**config.mk**
```make
export PLATFORM = sky130hd
export DESIGN_NAME = clint_timer
export DESIGN_NICKNAME = d
export VERILOG_FILES = /design/src/rtl/clint_timer.sv
export SDC_FILE = /design/constraint.sdc
export NUM_CORES = 1
export LEC_CHECK = 0
export ABC_CLOCK_PERIOD_IN_PS = 9100
export CAP_MARGIN = 20
export CORE_MARGIN = 5
export CORE_UTILIZATION = 45
export CTS_BUF_LIST = sky130_fd_sc_hd__clkbuf_4
export CTS_CLUSTER_DIAMETER = 30
export DETAILED_ROUTE_END_ITERATION = 7
export SLEW_MARGIN = 30
export SYNTH_ARGS = -nofsm -noshare
export SYNTH_HDL_FRONTEND = slang
export SYNTH_SLANG_ARGS = --single-unit
export TNS_END_PERCENT = 100
```
**constraint.sdc**
```tcl
create_clock -name clk -period 9.1 [get_ports clk]
set_input_delay 1.365 -clock clk [delete_from_list [all_inputs] [get_ports clk]]
set_output_delay 1.365 -clock clk [all_outputs]
set_load 0.05 [all_outputs]
```
**src/rtl/clint_timer.sv**
```systemverilog
// CLINT-style machine timer and software-interrupt block: shared prescaled 64-bit mtime,
// per-hart mtimecmp/msip, registered bus responses with one-cycle latency.
module clint_timer #(
  parameter int          NUM_HARTS   = 1,
  parameter logic [31:0] BASE_ADDR   = 32'h0200_0000,
  parameter int          PRESC_WIDTH = 16
) (
  input  logic                 clk,
  input  logic                 rst,
  input  logic                 req,
  input  logic [31:0]          addr,
  input  logic [31:0]          wdata,
  input  logic                 we,
  output logic [31:0]          rdata,
  output logic                 ready,
  output logic [NUM_HARTS-1:0] timer_irq,
  output logic [NUM_HARTS-1:0] soft_irq
);

  localparam int HW = (NUM_HARTS > 1) ? $clog2(NUM_HARTS) : 1;

  logic [63:0]            mtime;
  logic [PRESC_WIDTH-1:0] presc;
  logic [PRESC_WIDTH-1:0] pcnt;
  logic [63:0]            mtimecmp [NUM_HARTS];
  logic [NUM_HARTS-1:0]   msip;

  logic [31:0] offset;
  logic [15:0] cmp_off;
  logic        aligned;
  logic        in_window;
  logic        msip_hit;
  logic        cmp_hit;
  logic        presc_hit;
  logic        mtime_lo_hit;
  logic        mtime_hi_hit;
  logic [HW-1:0] msip_idx;
  logic [HW-1:0] cmp_idx;
  logic [31:0] read_val;
  logic        wr;

  // Address decode; hart indices beyond NUM_HARTS fall through as unmapped.
  always_comb begin
    offset       = addr - BASE_ADDR;
    cmp_off      = offset[15:0] - 16'h4000;
    aligned      = (addr[1:0] == 2'b00);
    in_window    = (offset[31:16] == 16'h0000);
    msip_idx     = offset[2 +: HW];
    cmp_idx      = cmp_off[3 +: HW];
    msip_hit     = aligned && in_window && (offset[15:14] == 2'b00) &&
                   ({20'b0, offset[13:2]} < 32'(NUM_HARTS));
    cmp_hit      = aligned && in_window && (offset[15:0] >= 16'h4000) &&
                   (offset[15:0] < 16'hC000) && ({19'b0, cmp_off[15:3]} < 32'(NUM_HARTS));
    presc_hit    = aligned && in_window && (offset[15:0] == 16'hBFF0);
    mtime_lo_hit = aligned && in_window && (offset[15:0] == 16'hBFF8);
    mtime_hi_hit = aligned && in_window && (offset[15:0] == 16'hBFFC);
    wr           = req && we;
  end

  always_comb begin
    read_val = '0;
    if (msip_hit) begin
      read_val = {31'b0, msip[msip_idx]};
    end else if (cmp_hit) begin
      read_val = cmp_off[2] ? mtimecmp[cmp_idx][63:32] : mtimecmp[cmp_idx][31:0];
    end else if (presc_hit) begin
      read_val = 32'(presc);
    end else if (mtime_lo_hit) begin
      read_val = mtime[31:0];
    end else if (mtime_hi_hit) begin
      read_val = mtime[63:32];
    end
  end

  // Later assignments win: bus writes override the prescaler increment in the same cycle.
  always_ff @(posedge clk) begin
    if (rst) begin
      mtime     <= '0;
      presc     <= '0;
      pcnt      <= '0;
      msip      <= '0;
      ready     <= 1'b0;
      rdata     <= '0;
      timer_irq <= '0;
      for (int h = 0; h < NUM_HARTS; h++) mtimecmp[h] <= '1;
    end else begin
      ready <= req;
      rdata <= req ? read_val : 32'h0;

      if (pcnt == presc) begin
        pcnt  <= '0;
        mtime <= mtime + 64'd1;
      end else begin
        pcnt <= pcnt + PRESC_WIDTH'(1);
      end

      if (wr && presc_hit) begin
        presc <= wdata[PRESC_WIDTH-1:0];
        pcnt  <= '0;
      end
      // Half-word writes keep the other half's pre-write value, with no carry between halves.
      if (wr && mtime_lo_hit) begin
        mtime <= {mtime[63:32], wdata};
        pcnt  <= '0;
      end
      if (wr && mtime_hi_hit) begin
        mtime <= {wdata, mtime[31:0]};
        pcnt  <= '0;
      end
      if (wr && msip_hit) msip[msip_idx] <= wdata[0];
      if (wr && cmp_hit) begin
        if (cmp_off[2]) mtimecmp[cmp_idx][63:32] <= wdata;
        else            mtimecmp[cmp_idx][31:0]  <= wdata;
      end

      for (int h = 0; h < NUM_HARTS; h++) timer_irq[h] <= (mtime >= mtimecmp[h]);
    end
  end

  assign soft_irq = msip;

endmodule
```
**Run 1: supply network**

Scale bar: 50 um. Pins as bars on the die edge.
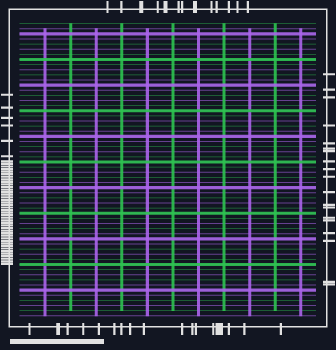
colour	net
green	VDD
purple	VSS
rows	57
met1 rails	58
die width: 168 um
Core Box Area: 24400 sq um
worst vdd ir: 68.4 uV
Vert. Die Dim: 168 um

**Run 1: clock wiring as the flow saved it**

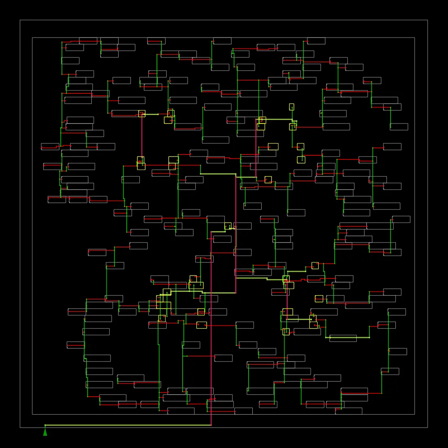
Clk. pwr: 480 uW
clock sinks: 195
FF+latch count: 195
clock buffers: 17

**Run 1: clock wires, drivers and flops**

Scale bar: 50 um.
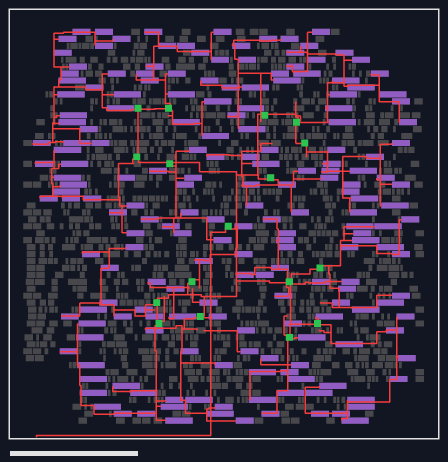
[purple] flip-flops | count: 195
[green] cells driving clock nets | count: 17
[red] clock wires | length: 2480 um
flops lie	spread over the die
routed clock nets	18

==> run 1: sequential cells by signal, summed over array words and instances (netlist names) <==
name and flops:
pcnt 16, soft_irq 1, presc 16, mtime 64, rdata 32, mtimecmp 64, ready 1, timer_irq 1
==> run 1: through the flow <==
step | hold slack [ns] | utilization, % | area [sq um]
after floorplan | 0.437 | - | 11200
after global placement | 0.457 | 51.0 | 12400
final | 0.495 | 52.3 | 12800
after detailed placement | 0.463 | 51.1 | 12500
after CTS | 0.505 | 52.3 | 12800
after global routing | 0.520 | 52.3 | 12800
==> run 1: power by group through the flow <==
stage	clock network, uW	registers (uW)	logic [uW]
2_1_floorplan	0	938	58.3
3_3_place_gp	0	940	121
3_5_place_dp	0	940	123
4_1_cts	493	922	123
5_1_grt	525	924	137
6_report	480	922	123
==> run 1: cells in the mapped netlist, types with 3 or more instances <==
cell type | count | area (sq um)
a211oi_1 | 11 | 82.6
a21o_1 | 20 | 150
a21oi_1 | 89 | 445
a221oi_1 | 3 | 26.3
a222oi_1 | 31 | 310
a22oi_1 | 3 | 22.5
a31o_2 | 3 | 26.3
and2_1 | 7 | 43.8
and3_1 | 17 | 106
and4_1 | 7 | 61.3
buf_2 | 11 | 55.1
clkbuf_1 | 61 | 229
dfxtp_1 | 131 | 2620
edfxtp_1 | 64 | 1920
ha_1 | 67 | 838
inv_1 | 108 | 405
nand2_1 | 250 | 938
nand2b_1 | 7 | 43.8
nand3_1 | 39 | 195
nand3b_1 | 9 | 67.6
nand4_1 | 32 | 200
nor2_1 | 79 | 297
nor3_1 | 23 | 115
nor3b_1 | 4 | 30.0
nor4_1 | 17 | 106
nor4_4 | 3 | 63.8
nor4b_1 | 4 | 35.0
o21a_1 | 4 | 30.0
o21ai_0 | 114 | 571
o21ai_1 | 23 | 115
o22ai_1 | 7 | 43.8
or3_1 | 5 | 31.3
or4_1 | 8 | 60.1
xnor2_1 | 46 | 403
xor2_1 | 11 | 96.3
==> run 1: kinds of logic (layout without fill, tap and decap cells) <==
family | count (synthesis) | count (layout)
simple gates | 532 | 532
compound gates | 328 | 328
flops | 195 | 195
buf+inv | 182 | 257
fa+ha+maj | 67 | 67
xor+xnor | 57 | 57
other cells | 0 | 1
==> run 1: cell type report <==
class                   count  area share (%)
clock inverters            15            1.22
well taps                 324            3.18
diodes                      1          0.0196
multi-input cells         984            47.0
repair buffers            117            8.85
inverters                 108            3.18
clock buffers              17            1.00
flip-flops and latches    195            35.6
==> run 1: worst reg2reg max path, delay by kind of cell, from the launching register on <==
family | cells | cell delay (ns)
compound gates | 2 | 0.32
simple gates | 4 | 2.03
xor+xnor | 1 | 0.21
flops | 1 | 0.52
==> run 1: per-layer routing <==
metal  GRT usage (%)  routed length [um]
met1            34.1               15700
met4            4.90                 433
met5               0                   0
met2            37.5               15300
met3            3.49                2040
==> out/summary.txt, run 1 <==
Final setup margin = 4.30 ns
Initial antenna violation count = 1
Synth async-reset ratio = 0%
CTS tree = built
Leakage = 0.00473 uW
Switching share of total power = 28.6%
Cell-internal power = 1090 uW
Distinct lib cells = 67
Setup crit start = addr[25]
Drt initial violations = 1090
Reg2reg start = pcnt[2]
Seq pwr share = 60.5%
Status = completed
Fin crit period = 4.80 ns
Hold Fails Final Rpt = 0
Hold path endpoint = pcnt[0]
Logic family by area = simple AND/OR/NAND/NOR gates
Vias in the first global route = 9536
Synthesized Nets = 1496
Syn Area/Cell = 8.22 sq um
**Run 1: cell classes on the final placement**

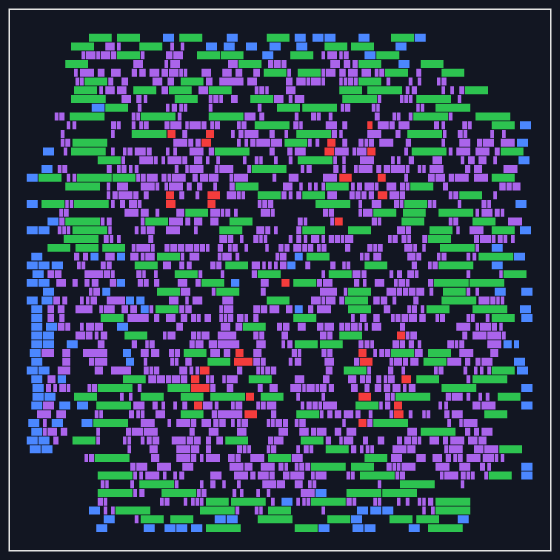

==> run 2, diff against run 1 <==
--- a/config.mk
+++ b/config.mk
@@ -5,7 +5,7 @@
 export SDC_FILE = /design/constraint.sdc
 export NUM_CORES = 1
 export LEC_CHECK = 0
-export ABC_CLOCK_PERIOD_IN_PS = 9100
+export ABC_CLOCK_PERIOD_IN_PS = 4800
 export CAP_MARGIN = 20
 export CORE_MARGIN = 5
 export CORE_UTILIZATION = 45
==> constraint.sdc (replaced) <==
create_clock -name clk -period 4.8 [get_ports clk]
set_input_delay 0.72 -clock clk [delete_from_list [all_inputs] [get_ports clk]]
set_output_delay 0.72 -clock clk [all_outputs]
set_load 0.05 [all_outputs]
**Run 2: cell classes on the final placement**

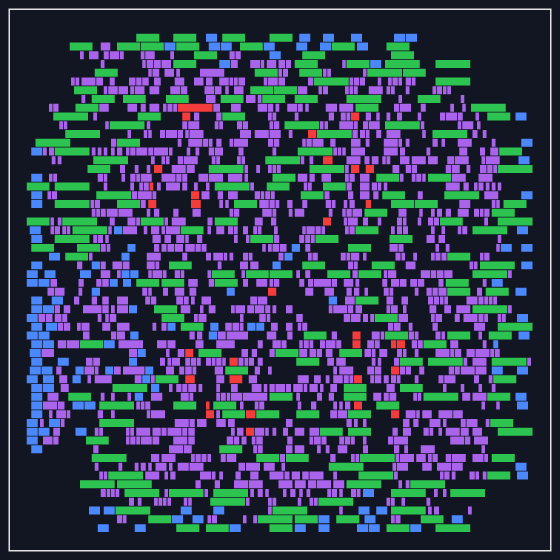
colour	class	cells	share of their area
red	clock drivers and dummy loads	31	2.0%
purple	all other logic	1092	51%
blue	other buffers and delay cells	131	9.9%
green	flip-flops	195	37%

**Run 2: routed metal, one colour a layer**

Scale bar: 50 um.
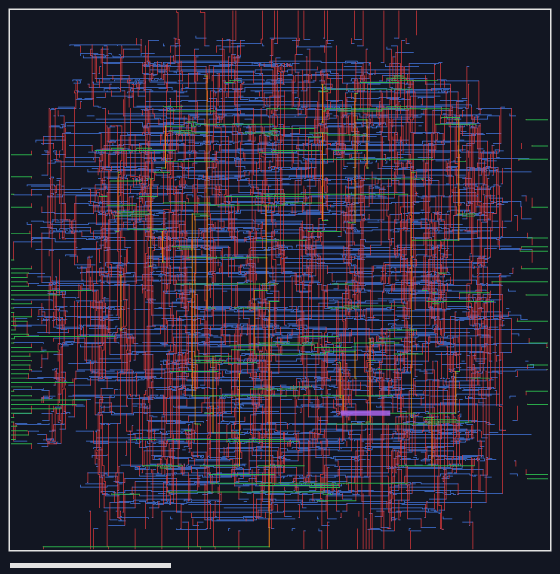
colour	layer	wire length
purple	met5	13.8 um
orange	met4	737 um
green	met3	2070 um
red	met2	15200 um
blue	met1	15600 um

==> run 2 against run 1 <==
- sequential power up about 90%
- synthesized cell count unchanged
- critical path depth up 1
- core utilization up 0.21 points
- synthesized area unchanged
- final area up 0.39%
- register-to-register slack worse by 4.2 ns
- total power up 86%
==> out/summary.txt, run 2 <==
Initial antenna violation count = 2
Synth top area share = 23.4%
Most frequent cells in the layout = nand2_1 (250), dfxtp_1 (131), o21ai_0 (114), inv_1 (108), clkdlybuf4s50_1 (100)
Share of layout cells above drive strength 1 = 5.66%
Clock sinks = 195
Top flop regs = mtime: 64 flops, mtimecmp: 64 flops, rdata: 32 flops
Logic family by area = simple AND/OR/NAND/NOR gates
I/O pins = 103
Vias in the first global route = 9615
Final setup margin = 1.16 ns
Die width = 168 um
Overall routing resource usage = 23.4%
Synthesis area per yosys = 11200 sq um
Ranking of synthesized cells by area = dfxtp_1 (23%), edfxtp_1 (17%), nand2_1 (8.4%)
Top-count cell post-synth = nand2_1
Distinct lib cells = 67
Syn. warnings = 0
Drt initial violations = 966
Largest area contributor in the netlist = dfxtp_1
Seq pwr share = 61.5%
Startpoint Class = primary input
CTS tree = built
Fin util = 52.5%
Worst vdd ir = 106 uV
Fin crit period = 3.64 ns
Syn Area/Cell = 8.22 sq um
Hold Fails Final Rpt = 0
Leakage = 0.00477 uW
Synthesized Nets = 1496
Cell-internal power = 2090 uW
Switching share of total power = 26.2%
Status = completed
Top cells by count = nand2_1 (250), dfxtp_1 (131), o21ai_0 (114)
Largest net degree at the start of global routing = 72
run 2: cell count changes in the layout (fill, tap and decap cells not counted), sizes merged:
cell      previous run  this run
clkbuf              17        19
inv                118       111
bufinv               0         1
clkinv               5         6
clkinvlp             0         2
buf                 17        31
run 2: per-layer routing:
layer | wire length [um] | share of wire [%] | GRT usage [%] | vias up
met4 | 737 | 2.2 | 6.53 | 2
met2 | 15200 | 45 | 37.2 | 347
li1 | - | - | - | 4978
met1 | 15600 | 46 | 33.0 | 4795
met5 | 13 | 0.039 | 0 | -
met3 | 2070 | 6.1 | 3.87 | 55
run 2: worst reg2reg max path: stages (launching register included):
cell and delay, ns:
dfxtp_1 0.51, xnor2_1 0.17, nand4_1 0.17, nor4_4 0.72, nand4_1 0.59, or3_1 0.51
a22o_1 0.20, a21oi_1 0.13
run 2: final timing paths:
path | startpoint | end | cells past startpoint
hold reg to reg | pcnt[0] | pcnt[0] | 1
setup reg to reg | presc[13] | mtime[50] | 7
hold / removal | pcnt[0] | pcnt[0] | 1
setup / recovery | addr[25] | mtime[50] | 11
run 2: kinds of logic after synthesis:
logic type,Yosys count
AND-OR/OR-AND,328
buffers and inverters,182
adder cells (fa/ha/maj),67
flip-flops,195
XOR/XNOR,57
AND/OR/NAND/NOR,532
run 2: final cells by class:
cell class	count	area, sq um	share of cell area (%)
sequential	195	4540	35.5
tap	324	405	3.16
antenna	1	2.50	0.0195
clock buffer	19	143	1.11
multi-input combinational	984	5970	46.6
inverter	108	405	3.16
timing repair buffer	131	1230	9.61
clock inverter	12	109	0.850
run 2: power groups by stage:
stage	combinational, uW	clock (uW)	sequential (uW)
3_3_place_gp	234	0	1780
5_1_grt	261	940	1750
3_5_place_dp	237	0	1780
2_1_floorplan	110	0	1780
4_1_cts	238	884	1750
6_report	237	855	1750
run 2: stage by stage:
step	hold WS [ns]	power, uW	instance area (sq um)	std cells
floorplan	0.437	1890	11200	1361
finish	0.489	2840	12800	1774
global placement	0.455	2020	12600	1742
CTS	0.498	2870	12800	1773
detailed placement	0.461	2020	12600	1742
global route	0.532	2950	12800	1774
Power and IR drop assume default switching activity.
